$ cat config.mk
export PLATFORM = sky130hd
export DESIGN_NAME = unidade_controle
export DESIGN_NICKNAME = d
export VERILOG_FILES = /design/src/rtl/unidade_controle.sv
export SDC_FILE = /design/constraint.sdc
export NUM_CORES = 1
export LEC_CHECK = 0
export CAP_MARGIN = 10
export CORE_MARGIN = 5
export CORE_UTILIZATION = 44
export CTS_CLUSTER_DIAMETER = 120
export CTS_CLUSTER_SIZE = 25
export DETAILED_ROUTE_END_ITERATION = 10
export GPL_TIMING_DRIVEN = 0
export HOLD_SLACK_MARGIN = 0.1
export PLACE_DENSITY = 0.84
export SETUP_SLACK_MARGIN = 0.05
export SLEW_MARGIN = 20
export SYNTH_ARGS = -nofsm -noshare
export SYNTH_HDL_FRONTEND = slang
export SYNTH_SLANG_ARGS = --single-unit
export TNS_END_PERCENT = 30
$ cat constraint.sdc
create_clock -name clock -period 1.9 [get_ports clock]
set_clock_uncertainty 0.05 [all_clocks]
set_input_delay 0.285 -clock clock [delete_from_list [all_inputs] [get_ports clock]]
set_output_delay 0.285 -clock clock [all_outputs]
set_load 0.01 [all_outputs]
$ cat src/rtl/unidade_controle.sv
// unidade_controle -- multi-cycle control unit (FETCH, DECODE, EXEC, MEM, WB).
// Ports:
//   clock, reset_n       : clock and synchronous active-low reset
//   instr_in/instr_valid : instruction word and its valid flag; instr_ready
//                          is the acceptance handshake (high only in FETCH)
//   zero_flag, mem_ready : ALU zero flag and data-memory completion
//   ula_op, alu_src_a/b  : ALU operation and operand selects, held from
//                          DECODE to the final state of each instruction
//   reg_dst, reg_write, mem_to_reg : register-file write-back control
//   mem_read, mem_write  : data-memory requests held until mem_ready
//   pc_write, pc_src     : PC update strobe and next-PC source
//   illegal              : one-cycle pulse on an unsupported instruction
//   busy                 : high in every state except FETCH
module unidade_controle (
  input  logic        clock,
  input  logic        reset_n,
  input  logic [31:0] instr_in,
  input  logic        instr_valid,
  output logic        instr_ready,
  input  logic        zero_flag,
  input  logic        mem_ready,
  output logic [4:0]  ula_op,
  output logic        alu_src_a,
  output logic [1:0]  alu_src_b,
  output logic        reg_dst,
  output logic        reg_write,
  output logic        mem_to_reg,
  output logic        mem_read,
  output logic        mem_write,
  output logic        pc_write,
  output logic [1:0]  pc_src,
  output logic        illegal,
  output logic        busy
);

  typedef enum logic [2:0] {FETCH, DECODE, EXEC, MEM, WB} state_t;
  typedef enum logic [2:0] {
    K_ILLEGAL, K_ALU_R, K_JR, K_ALU_I, K_BRANCH, K_LW, K_SW, K_J
  } kind_t;

  state_t      state_q, state_d;
  logic [31:0] ir_q, ir_d;

  kind_t       kind;
  logic [4:0]  dec_op;
  logic        dec_a;
  logic [1:0]  dec_b;

  // Register and immediate fields go to the datapath, not to this control unit.
  logic [19:0] ir_fields_unused;
  assign ir_fields_unused = ir_q[25:6];

  // Instruction classification; the result is a pure function of IR, so the
  // ALU op and operand selects stay stable for the whole instruction.
  always_comb begin
    kind   = K_ILLEGAL;
    dec_op = '0;
    dec_a  = 1'b0;
    dec_b  = 2'b00;
    case (ir_q[31:26])
      6'h00: begin
        kind = K_ALU_R;
        case (ir_q[5:0])
          6'h24: dec_op = 5'b00000;
          6'h25: dec_op = 5'b00001;
          6'h20: dec_op = 5'b00010;
          6'h26: dec_op = 5'b00011;
          6'h27: dec_op = 5'b00100;
          6'h2A: dec_op = 5'b00101;
          6'h22: dec_op = 5'b00110;
          6'h2B: dec_op = 5'b00111;
          6'h00: begin dec_op = 5'b01000; dec_a = 1'b1; dec_b = 2'b10; end
          6'h02: begin dec_op = 5'b01001; dec_a = 1'b1; dec_b = 2'b10; end
          6'h03: begin dec_op = 5'b01010; dec_a = 1'b1; dec_b = 2'b10; end
          6'h04: begin dec_op = 5'b01011; dec_a = 1'b1; end
          6'h06: begin dec_op = 5'b01100; dec_a = 1'b1; end
          6'h07: begin dec_op = 5'b01101; dec_a = 1'b1; end
          6'h08: begin dec_op = 5'b01110; kind = K_JR; end
          default: kind = K_ILLEGAL;
        endcase
      end
      6'h08: begin kind = K_ALU_I;  dec_op = 5'b10000; dec_b = 2'b01; end
      6'h0C: begin kind = K_ALU_I;  dec_op = 5'b10001; dec_b = 2'b01; end
      6'h0D: begin kind = K_ALU_I;  dec_op = 5'b10010; dec_b = 2'b01; end
      6'h0E: begin kind = K_ALU_I;  dec_op = 5'b10011; dec_b = 2'b01; end
      6'h04: begin kind = K_BRANCH; dec_op = 5'b10100; end
      6'h05: begin kind = K_BRANCH; dec_op = 5'b10101; end
      6'h0A: begin kind = K_ALU_I;  dec_op = 5'b10111; dec_b = 2'b01; end
      6'h0B: begin kind = K_ALU_I;  dec_op = 5'b11000; dec_b = 2'b01; end
      6'h0F: begin kind = K_ALU_I;  dec_op = 5'b11001; dec_b = 2'b11; end
      6'h23: begin kind = K_LW;     dec_op = 5'b11010; dec_b = 2'b01; end
      6'h2B: begin kind = K_SW;     dec_op = 5'b11011; dec_b = 2'b01; end
      6'h02: begin kind = K_J;      dec_op = 5'b01111; end
      default: kind = K_ILLEGAL;
    endcase
  end

  always_ff @(posedge clock) begin
    if (!reset_n) begin
      state_q <= FETCH;
      ir_q    <= '0;
    end else begin
      state_q <= state_d;
      ir_q    <= ir_d;
    end
  end

  always_comb begin
    state_d     = state_q;
    ir_d        = ir_q;
    instr_ready = 1'b0;
    ula_op      = '0;
    alu_src_a   = 1'b0;
    alu_src_b   = 2'b00;
    reg_dst     = 1'b0;
    reg_write   = 1'b0;
    mem_to_reg  = 1'b0;
    mem_read    = 1'b0;
    mem_write   = 1'b0;
    pc_write    = 1'b0;
    pc_src      = 2'b00;
    illegal     = 1'b0;
    busy        = (state_q != FETCH);

    if (state_q != FETCH) begin
      ula_op    = dec_op;
      alu_src_a = dec_a;
      alu_src_b = dec_b;
    end

    case (state_q)
      FETCH: begin
        instr_ready = 1'b1;
        if (instr_valid) begin
          ir_d     = instr_in;
          pc_write = 1'b1;
          pc_src   = 2'b00;
          state_d  = DECODE;
        end
      end
      DECODE: begin
        case (kind)
          K_ILLEGAL: begin illegal = 1'b1; state_d = FETCH; end
          K_J: begin pc_write = 1'b1; pc_src = 2'b10; state_d = FETCH; end
          default: state_d = EXEC;
        endcase
      end
      EXEC: begin
        case (kind)
          K_ALU_R, K_ALU_I: state_d = WB;
          K_LW, K_SW:       state_d = MEM;
          K_BRANCH: begin
            pc_write = ~zero_flag;
            pc_src   = 2'b01;
            state_d  = FETCH;
          end
          K_JR: begin pc_write = 1'b1; pc_src = 2'b11; state_d = FETCH; end
          default: state_d = FETCH;
        endcase
      end
      MEM: begin
        if (kind == K_LW) begin
          mem_read = 1'b1;
          if (mem_ready) state_d = WB;
        end else if (kind == K_SW) begin
          mem_write = 1'b1;
          if (mem_ready) state_d = FETCH;
        end else begin
          state_d = FETCH;
        end
      end
      WB: begin
        reg_write  = 1'b1;
        reg_dst    = (kind == K_ALU_R);
        mem_to_reg = (kind == K_LW);
        state_d    = FETCH;
      end
      default: state_d = FETCH;
    endcase
  end

endmodule

run_1/power_grid.png
Pins as bars on the die edge. Tap cells in gray.
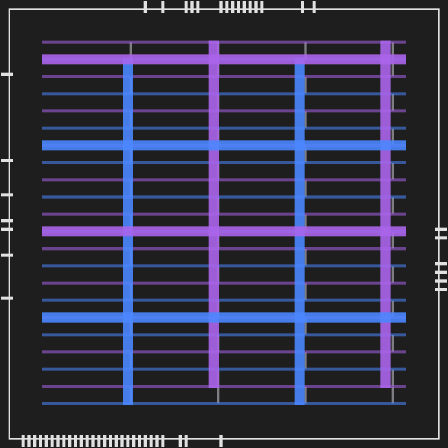
- VDD: purple
- VSS: blue
- met4 straps: 4
- met5 straps: 4
- rows: 21

run_1/clocks.png
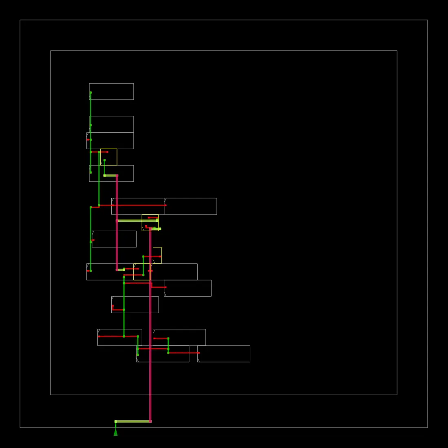
clock buf count: 4
Num CTS Buffers: 3
flop count: 15
Clk power: 0.000175 W
clock sinks: 15

==> flow_summary_export.csv, run 1 <==
group,metric,value,unit
synthesis,async_flop_share,0,%
status,violations,"negative setup slack",
layout,fin_util,67.24,%
critical_path,required,1.56,ns
synthesis,synth.logic.top_family,"simple AND/OR/NAND/NOR gates",
critical_path,reg2reg_setup_slack,-0.06,ns
sta,fin_tns_setup,-3.714,ns
critical_path,r2r-end,"state_q[2]",
die,die_h,67.63,microns
status,status,"finished with violations",
die,fp.coreArea,3284,sq um
critical_path,path_class,"reg2out",
sta,setup_viol,16,
grt,grt_pass1_vias,1643,
clock_network,cts_tree,"built",
synthesis,synthCells,214,
sta,fmax,0.4311,GHz
synthesis,synth_area,1461,sq um
layout,mi_logic_area,1167,sq um
sta,layout_setup_ws,-0.4198,ns
synthesis,yosys_cells,214,
synthesis,largest_area_cell,"dfxtp_1",
clock_network,clockRootBuffer,"clkbuf_4",
synthesis,syn_area_per_cell,6.829,sq um
job,drv_cap,0,
critical_path,cp_max_fo,4,
run_1/placement_by_type.png
Bar = 20 microns.
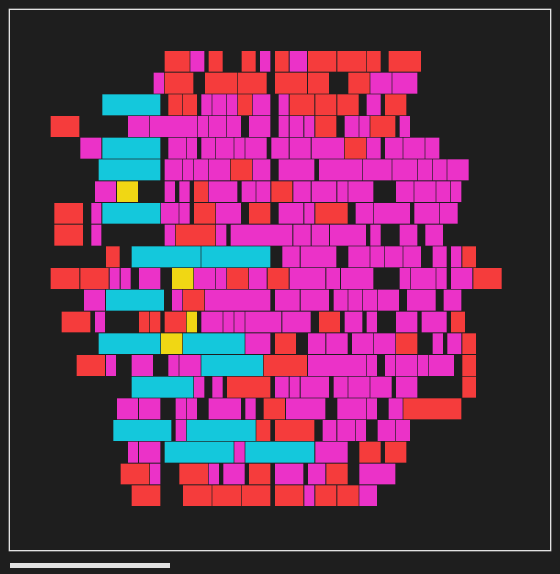
- sequential cells: cyan (cells 15; share of their area 15%)
- clock drivers and dummy loads: yellow (cells 4; share of their area 1.2%)
- remaining buffers and delay cells: red (cells 73; share of their area 28%)
- combinational and other logic: magenta (cells 180; share of their area 55%)

## run 1: registers in the layout, summed over array words and instances (netlist names)
name / flops
ir_q: 12
state_q: 3
## run 1: cells by family (layout without fill, tap and decap cells)
group | Yosys count | count (layout)
simple gates | 105 | 105
compound gates | 68 | 68
buf+inv | 25 | 83
flops | 15 | 15
xor+xnor | 1 | 1
## run 1: per-layer routing
metal	part of all wire (%)	GRT usage (%)	wire, microns	vias to the layer above
li1	-	-	-	879
met1	43	27.29	2083	824
met2	47	32.69	2278	105
met3	7.1	2.496	342	19
met4	2.8	8.101	134	0
met5	0	0	0	-
## run 1: worst reg2reg max path: cells and delay by family (launching register included)
family | cells | cell delay (ns)
AND/OR/NAND/NOR | 2 | 0.47
buffers and inverters | 3 | 0.43
flip-flops | 1 | 0.31
AND-OR/OR-AND | 3 | 0.65
## run 1: layout by cell type (no fill, tap or decap), types with 6 or more instances in the layout
cell	count
nor2b_1	6
o21ai_0	6
buf_2	13
a21boi_1	12
a21oi_1	13
clkdlybuf4s50_1	17
nor2_1	18
nand2_1	31
buf_4	24
## run 1: final cells by class
type                    instances  share of cell area [%]
multi-input cells             174                   52.86
well taps                      46                   2.606
plain buffers                  18                   6.629
flip-flops and latches         15                   14.73
repair buffers                 55                   20.96
inverters                       6                   1.020
clock buffers                   4                   1.190
## run 1: how the worst max path moves through the flow
| stage | startpoint | end | slack (ns) | depth (start not counted) |
|---|---|---|---|---|
| after floorplan | ir_q[31] | ula_op[0] | 0.06 | 6 |
| after global placement | ir_q[31] | ula_op[0] | -0.58 | 7 |
| after detailed placement | ir_q[31] | ula_op[0] | -0.61 | 7 |
| after CTS | ir_q[5] | illegal | -0.39 | 6 |
| after global routing | ir_q[5] | illegal | -0.51 | 6 |
| final | ir_q[1] | illegal | -0.42 | 6 |
## Run 2: what changed since run 1
ABC_AREA = 1   (was default)
CORE_MARGIN = default   (was 5)
CORE_UTILIZATION = 42   (was 44)
PLACE_DENSITY = 0.85   (was 0.84)
run_2/clocks.png
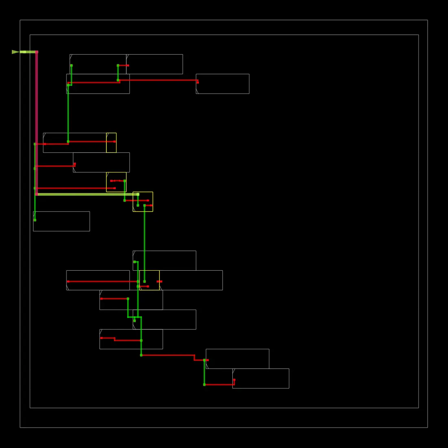
worst skew pair latency: 0.27 ns
Clk power: 0.000177 W

run_2/logic_types.png
Bar = 20 microns.
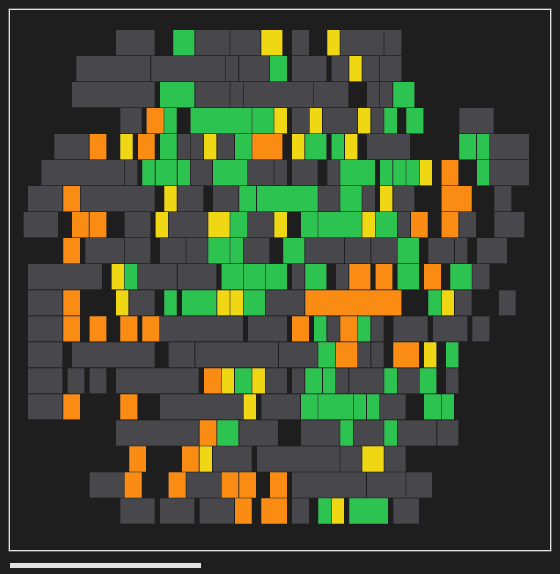
- inv cells: yellow (cells 29; most used inv_1)
- nand cells: green (cells 66; most used nand2_1)
- aoi and oai cells: orange (cells 38; most used a21oi_1)

==> run 2 against run 1 <==
Effect of this change:
- the flow still finishes with violations (negative setup slack)
- via count decreased by 12%
- sequential cell count did not move
- maximum frequency is 12% higher
- area after synthesis fell by 15%
- critical path depth is 3 higher
- die size down 30%
- non-clock buffer count down 23
- global-route usage increased by 3.9 points
- clock power about the same
- total power rose by 18%
- routed wire length decreased by 20%
- highest routed layer unchanged
==> flow_summary_export.csv, run 2 <==
group,metric,value,unit
die,die_h,56.45,microns
critical_path,required,1.56,ns
critical_path,cp_max_fo,6,
layout,largest_reg_flops,12,
clock_network,clkSinkCount,15,
synthesis,synthCells,208,
synthesis,yosys_cells,208,
grt,grt_pass1_vias,1475,
layout,top_regs,"ir_q (12), state_q (3)",
layout,fin_util,69.86,%
layout,top_register,"ir_q",
sta,setup_viol,9,
die,fp.coreArea,2781,sq um
status,violations,"negative setup slack",
status,status,"finished with violations",
synthesis,synth_area,1245,sq um
synthesis,async_flop_share,0,%
critical_path,reg2reg_setup_slack,0.30,ns
critical_path,path_class,"reg2out",
critical_path,crit_path_start,"ir_q[31]",
synthesis,synth.logic.top_family,"simple AND/OR/NAND/NOR gates",
layout,most-common-layout-cells,"nand2_1, nor2_1, inv_1, a21oi_1, clkdlybuf4s50_1",
sta,layout_setup_ws,-0.1665,ns
clock_network,clockRootBuffer,"clkbuf_4",
synthesis,largest_area_cell,"dfxtp_1",
critical_path,cp-endpoint,"reg_dst",
clock_network,cts_tree,"built",
sta,fmax,0.4839,GHz
synthesis,syn_area_per_cell,5.985,sq um
[run 2: cell types whose count changed after synthesis, moves of 5 or more]
cell      delta
o21ai_0      +7
nor3b_1      -6
a21boi_1    -13
buf_2        -6
inv_1       +20
nand2b_1     -5
nor2b_1      -8
nor2_2       +8
nand2_2      +7
clkbuf_1    -10
nor2_1      +14
nand3_1     +16
[run 2: critical path: cells and delay by family (launching register included)]
kind	cells	cell delay (ns)
and+or+nand+nor	7	0.79
DFF	1	0.35
buffers and inverters	2	0.33
[run 2: what timing repair did]
action	4_1_cts	5_1_grt
pin swaps	12	10
hold buffers	0	0
endpoints found under the setup margin	17	17
endpoints found under the hold margin	0	0
gates resized	108	27
setup buffers	9	3
[run 2: power breakdown]
part	switching, W	leakage (nW)	internal (W)
combinational	0.000416	0.690	0.000287
clock	0.0000955	0.0150	0.0000812
sequential	0.0000681	0.131	0.000361
[run 2: cell type report]
class                   instances  area (sq um)  area share, %
plain buffers                   3         17.52         0.9015
inverters                      29         116.4          5.988
clock buffers                   4         26.28          1.352
multi-input cells             161          1013          52.16
well taps                      31         38.79          1.996
flip-flops and latches         15         340.3          17.51
repair buffers                 47         390.4          20.09
[run 2: cells by family (layout without fill, tap and decap cells)]
kind of cell,Yosys count,count (layout)
and+or+nand+nor,121,121
DFF,15,15
buffers and inverters,32,83
AOI/OAI and AO/OA,40,40
[run 2: routing by layer]
metal / part of all wire (%) / track usage [%] / vias up
met5: 0 / 0 / -
met4: 2.5 / 10.80 / 0
met3: 6.3 / 4.147 / 14
met2: 49 / 40.17 / 66
met1: 42 / 30.41 / 730
li1: - / - / 801
No activity file was given, so power comes from the tool's default toggle rates.
